Design serial_adder, sky130hd; sources not shown.
Run 1, cell sizes after repair:
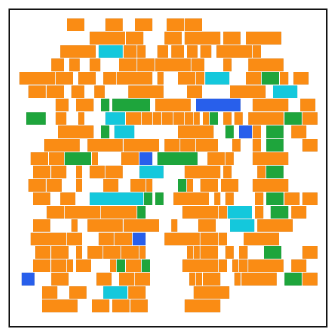
legend:
  green:
    size: drive 2
    cells: 23
  orange:
    size: drive 1 or less
    cells: 178
  cyan:
    size: drive 6 and up
    cells: 10
  blue:
    size: drive 3 to 4
    cells: 5
area delta synth->final: 28.34%
finished layout cell area: 2283 um2
bufs w/o clock: 48

Run 1, the metal 2 layer:
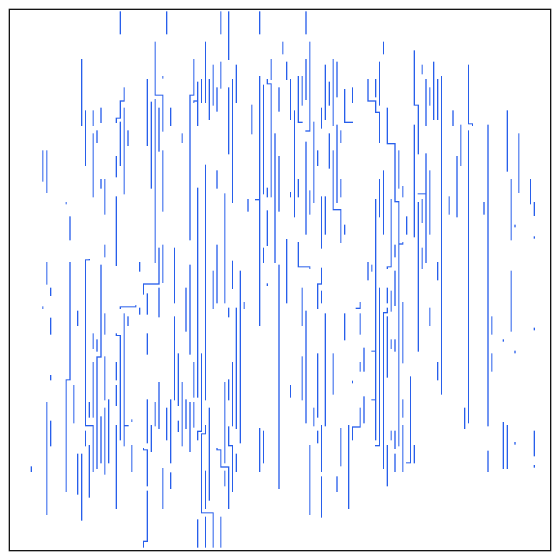
wire length on this layer: 1700 um
main direction: vertical
WL final: 3570 um
via count: 1400
M2 GR Usage: 32.71%

Run 1, the clock network:
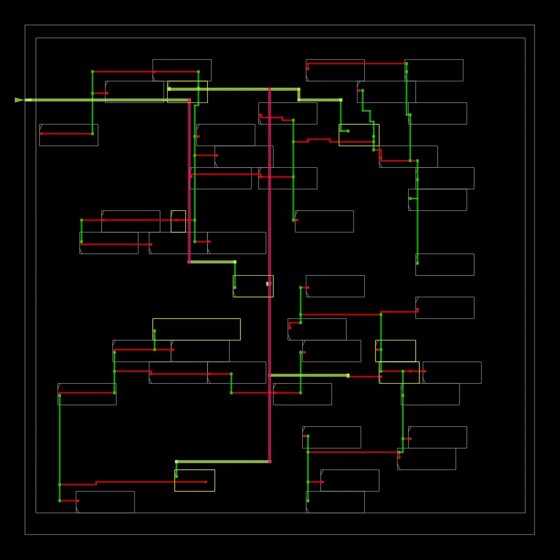
clock insertion delay at the later pin of the skew report: 0.30 ns
clk pwr: 0.868 mW
Num CTS Buffers: 5
CLK BUF: 6

==> results.json, run 1 <==
{
  "outcome": "finished clean",
  "crit_buf_inv": 1,
  "met1_usage_pct": 23.93,
  "setup-tns-final_ns": 0,
  "grt_max_degree": 13,
  "async_flop_share_pct": 0,
  "adder_share_pct": 2.532,
  "fill_cells": 333,
  "design.core.area_um2": 3689,
  "logic_gates": 120,
  "finalWorstPathRequiredPeriod_ns": 1.518,
  "logic_area_um2": 907.1,
  "synthTopCellsByArea": "dfxtp_1, mux2i_1, a21bo_2",
  "max_freq_mhz": 658.7,
  "largest_cell_class": "multi-input combinational cells",
  "wl_per_cell_um": 13.52,
  "lay_top_count": "dfxtp_1",
  "seq-cell-share_pct": 34.25,
  "relSlewSlack_pct": 67.60,
  "netlist_logic_family_top": "AND-OR/OR-AND gates",
  "cts_root_buf": "clkbuf_8",
  "clkPwrFrac_pct": 39.0,
  "log.warning_count": 26,
  "cp_num_cells": 1,
  "num_io_pins": 33,
  "dpl.hpwl_um": 2581,
  "syn_inst": 177,
  "met3_length_um": 172,
  "viasPerCell": 5.303,
  "htreeDepth": 2,
  "dpl_cell_area_um2": 2151,
  "synth_top_cell_by_count": "dfxtp_1",
  "setup_violations": 0,
  "port_buffers": 31,
  "crit_path_start_kind": "flip-flop",
  "synth_warnings": 0,
  "max_stage_delay_ns": 0.53,
  "holdPathStages": 3,
  "met3_usage_pct": 5.357,
  "top_area_share_pct": 43.88,
  "postRouteAntennaNets": 0,
  "grt_pass1_wl_um": 6189,
  "die_h_um": 64.19,
  "dr.first_iter.drc_count": 46,
  "swShare_pct": 23.66,
  "synth_nets": 201,
  "power_density_nw_per_um2": 974.6,
  "muxShareOfSynthArea_pct": 8.439,
  "first_pass_iters": 4,
  "arrival_ns": 1.16,
  "synth-main-ff-cell": "dfxtp_1",
  "postCtsSetupRepairBufs": 0,
  "ctsHoldBuffers": 0,
  "taps": 48,
  "ys_chip_area_um2": 1779,
  "synth_area_leader_cell": "dfxtp_1",
  "seqPwrFrac_pct": 48.1,
  "stdcell_count": 264,
  "slew_violations": 0,
  "wl_met1_um": 1634,
  "rrSetupSlack_ns": 0.07,
  "clk_share_pct": 5.151,
  "die-width_um": 64.19,
  "xor_share_pct": 4.923,
  "cell_internal_pwr_mw": 1.699,
  "antenna_found_initial": 0,
  "track_usage_pct": 19.77,
  "worst_pin_slew_ns": 0.4879,
  "finalNetCount": 239,
  "leakagePower_nw": 0.8984,
  "endpoint_kind": "primary output",
  "place_ws_ns": -0.1850,
  "fin_ws_ns": 0.05187,
  "maxCapViolations": 0,
  "diodes": 0,
  "syn_area_um2": 1779,
  "maxUsedRoutingLayer": "met4",
  "inv_count": 1,
  "cts.sinks": 39,
  "p_switching_mw": 0.5266,
  "ys_seq_share_pct": 43.88,
  "rsz0062_at_grt": "no",
  "grt_pass1_vias": 1387,
  "synth.avg_cell_area_um2": 10.05,
  "dp.cells": 256,
  "crit_type": "reg -> out",
  "lay_top_cells": "dfxtp_1, clkdlybuf4s50_1, mux2i_1, a21oi_1",
  "ys.flops": 39,
  "cts_tree": "built",
  "regArea_um2": 782.0,
  "vdd.ir_drop.worst_mv": 0.4998,
  "hold_viol": 0,
  "period_used_pct": 96.70,
  "synth.cellmix.simpleShare_pct": 17.02,
  "cp_slowest_cell": "dlygate4sd2_1",
  "ys_top_cells_by_count": "dfxtp_1, mux2i_1, a21oi_1"
}
-- run 1: power groups by stage --
stage,Clock (mW),Combinational [mW],Sequential (mW)
finish,0.868,0.289,1.07
global route,0.938,0.317,1.07
CTS,0.889,0.287,1.07
detailed placement,0,0.286,1.09
global placement,0,0.278,1.09
floorplan,0,0.185,1.09
-- run 1: worst min-delay path: cells and delay by family --
| family | cells | cell delay (ns) |
|---|---|---|
| buf+inv | 1 | 0.17 |
| xor+xnor | 1 | 0.09 |
| compound gates | 1 | 0.15 |
-- run 1: logic make-up after synthesis --
kind of cell | count (synthesis)
flip-flops | 39
adder cells (fa/ha/maj) | 3
multiplexers | 15
AND/OR/NAND/NOR | 52
XOR/XNOR | 10
buffers and inverters | 18
AND-OR/OR-AND | 40
==> run 2, diff against run 1 <==
CAP_MARGIN = 0   (was unset)
Run 2, the metal 2 layer:
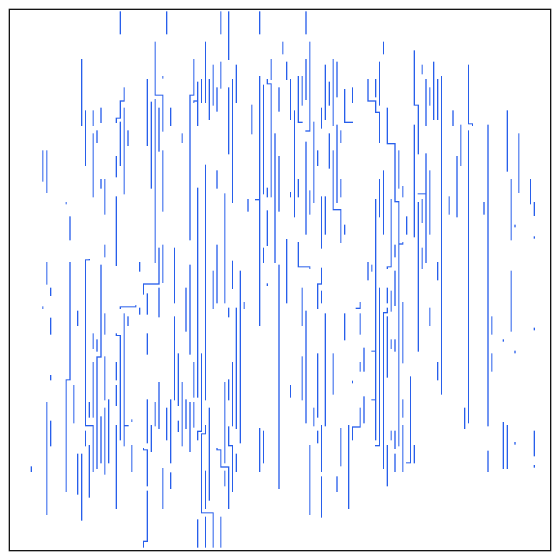
share of all routed wire: 48%
wire length on this layer: 1700 um

==> run 2 against run 1 <==
Worst setup slack unchanged. Fmax unchanged. Register-to-register slack about the same. Critical path depth stayed put. Clock power barely moved. Die size is the same. Cell area stayed put. Sequential share of layout area is the same. Critical path type unchanged. Critical endpoint unchanged. Highest routed layer unchanged.
==> results.json, run 2 <==
{
  "met3_usage_pct": 5.357,
  "place_ws_ns": -0.1850,
  "viasPerCell": 5.303,
  "top_area_share_pct": 43.88,
  "grt_pass1_vias": 1387,
  "synth_warnings": 0,
  "cp_num_cells": 1,
  "outcome": "finished clean",
  "clock_latency_ns": 0.30,
  "lay_top_cells": "dfxtp_1, clkdlybuf4s50_1, mux2i_1, a21oi_1",
  "power_density_nw_per_um2": 974.6,
  "swShare_pct": 23.66,
  "port_buffers": 31,
  "synthTopCellsByArea": "dfxtp_1, mux2i_1, a21bo_2",
  "clk_share_pct": 5.151,
  "die_h_um": 64.19,
  "stdcell_count": 264,
  "log.warning_count": 26,
  "max_freq_mhz": 658.7,
  "async_flop_share_pct": 0,
  "holdPathStages": 3,
  "endpoint_kind": "primary output",
  "largest_cell_class": "multi-input combinational cells",
  "dpl_cell_area_um2": 2151,
  "crit_type": "reg -> out",
  "period_used_pct": 96.70,
  "rrSetupSlack_ns": 0.07,
  "finalNetCount": 239,
  "cell_internal_pwr_mw": 1.699,
  "hold_viol": 0,
  "p_switching_mw": 0.5266,
  "leakagePower_nw": 0.8984,
  "crit_path_start_kind": "flip-flop",
  "cts_tree": "built",
  "seq-cell-share_pct": 34.25,
  "ctsHoldBuffers": 0,
  "maxCapViolations": 0,
  "logic_area_um2": 907.1,
  "diodes": 0,
  "lay_top_count": "dfxtp_1",
  "fill_cells": 333,
  "dp.cells": 256,
  "adder_share_pct": 2.532,
  "die-width_um": 64.19,
  "synth_top_cell_by_count": "dfxtp_1",
  "dr.first_iter.drc_count": 46,
  "setup-tns-final_ns": 0,
  "clkPwrFrac_pct": 39.0,
  "antenna_found_initial": 0,
  "synth.avg_cell_area_um2": 10.05,
  "ys_chip_area_um2": 1779,
  "syn_inst": 177,
  "first_pass_iters": 4,
  "setup_violations": 0,
  "track_usage_pct": 19.77,
  "htreeDepth": 2,
  "relSlewSlack_pct": 67.60,
  "syn_to_final_growth_pct": 28.34,
  "regArea_um2": 782.0,
  "inv_count": 1,
  "wirelength_um": 3570,
  "taps": 48,
  "cp_slowest_cell": "dlygate4sd2_1",
  "worst_pin_slew_ns": 0.4879,
  "via_count": 1400,
  "postRouteAntennaNets": 0,
  "fin_area_um2": 2283,
  "ys.flops": 39,
  "finalWorstPathRequiredPeriod_ns": 1.518,
  "synth_nets": 201,
  "cts_root_buf": "clkbuf_8",
  "cts_buffers": 5,
  "num-clock-buffers": 6,
  "cts.sinks": 39,
  "ys_seq_share_pct": 43.88,
  "design.core.area_um2": 3689,
  "use_met2_pct": 32.71,
  "vdd.ir_drop.worst_mv": 0.4998,
  "synth-main-ff-cell": "dfxtp_1",
  "arrival_ns": 1.16,
  "max_stage_delay_ns": 0.53,
  "num-nonclk-buffers": 48,
  "ys_top_cells_by_count": "dfxtp_1, mux2i_1, a21oi_1"
}
Run 2, signal wires on met1:
The bar under the picture is 20 um long.
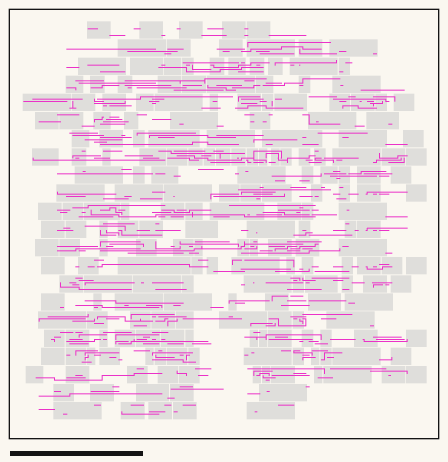
main direction: horizontal
wire length on this layer: 1630 um
share of all routed wire: 46%
met1 Use GR: 23.93%

## run 2: cell counts in the layout (fill, tap and decap cells not counted)
No cell type changed its count.
## run 2: power by group through the flow
stage	Combinational [mW]	Sequential (mW)	Clock, mW
floorplan	0.185	1.09	0
global placement	0.278	1.09	0
detailed placement	0.286	1.09	0
CTS	0.287	1.07	0.889
global route	0.317	1.07	0.938
finish	0.289	1.07	0.868
## run 2: metal layers
metal	vias to the layer above	part of all wire, %
met5	-	0
met4	0	1.9
met3	6	4.8
met2	35	48
met1	651	46
li1	708	-
## run 2: repair_timing
action                                  in CTS  in global routing
resized                                     18                  6
buffers inserted                             0                  0
endpoints found under the hold margin        0                  0
endpoints found under the setup margin      22                 16
Power figures rest on the tool's default switching activity, not on a simulated workload.
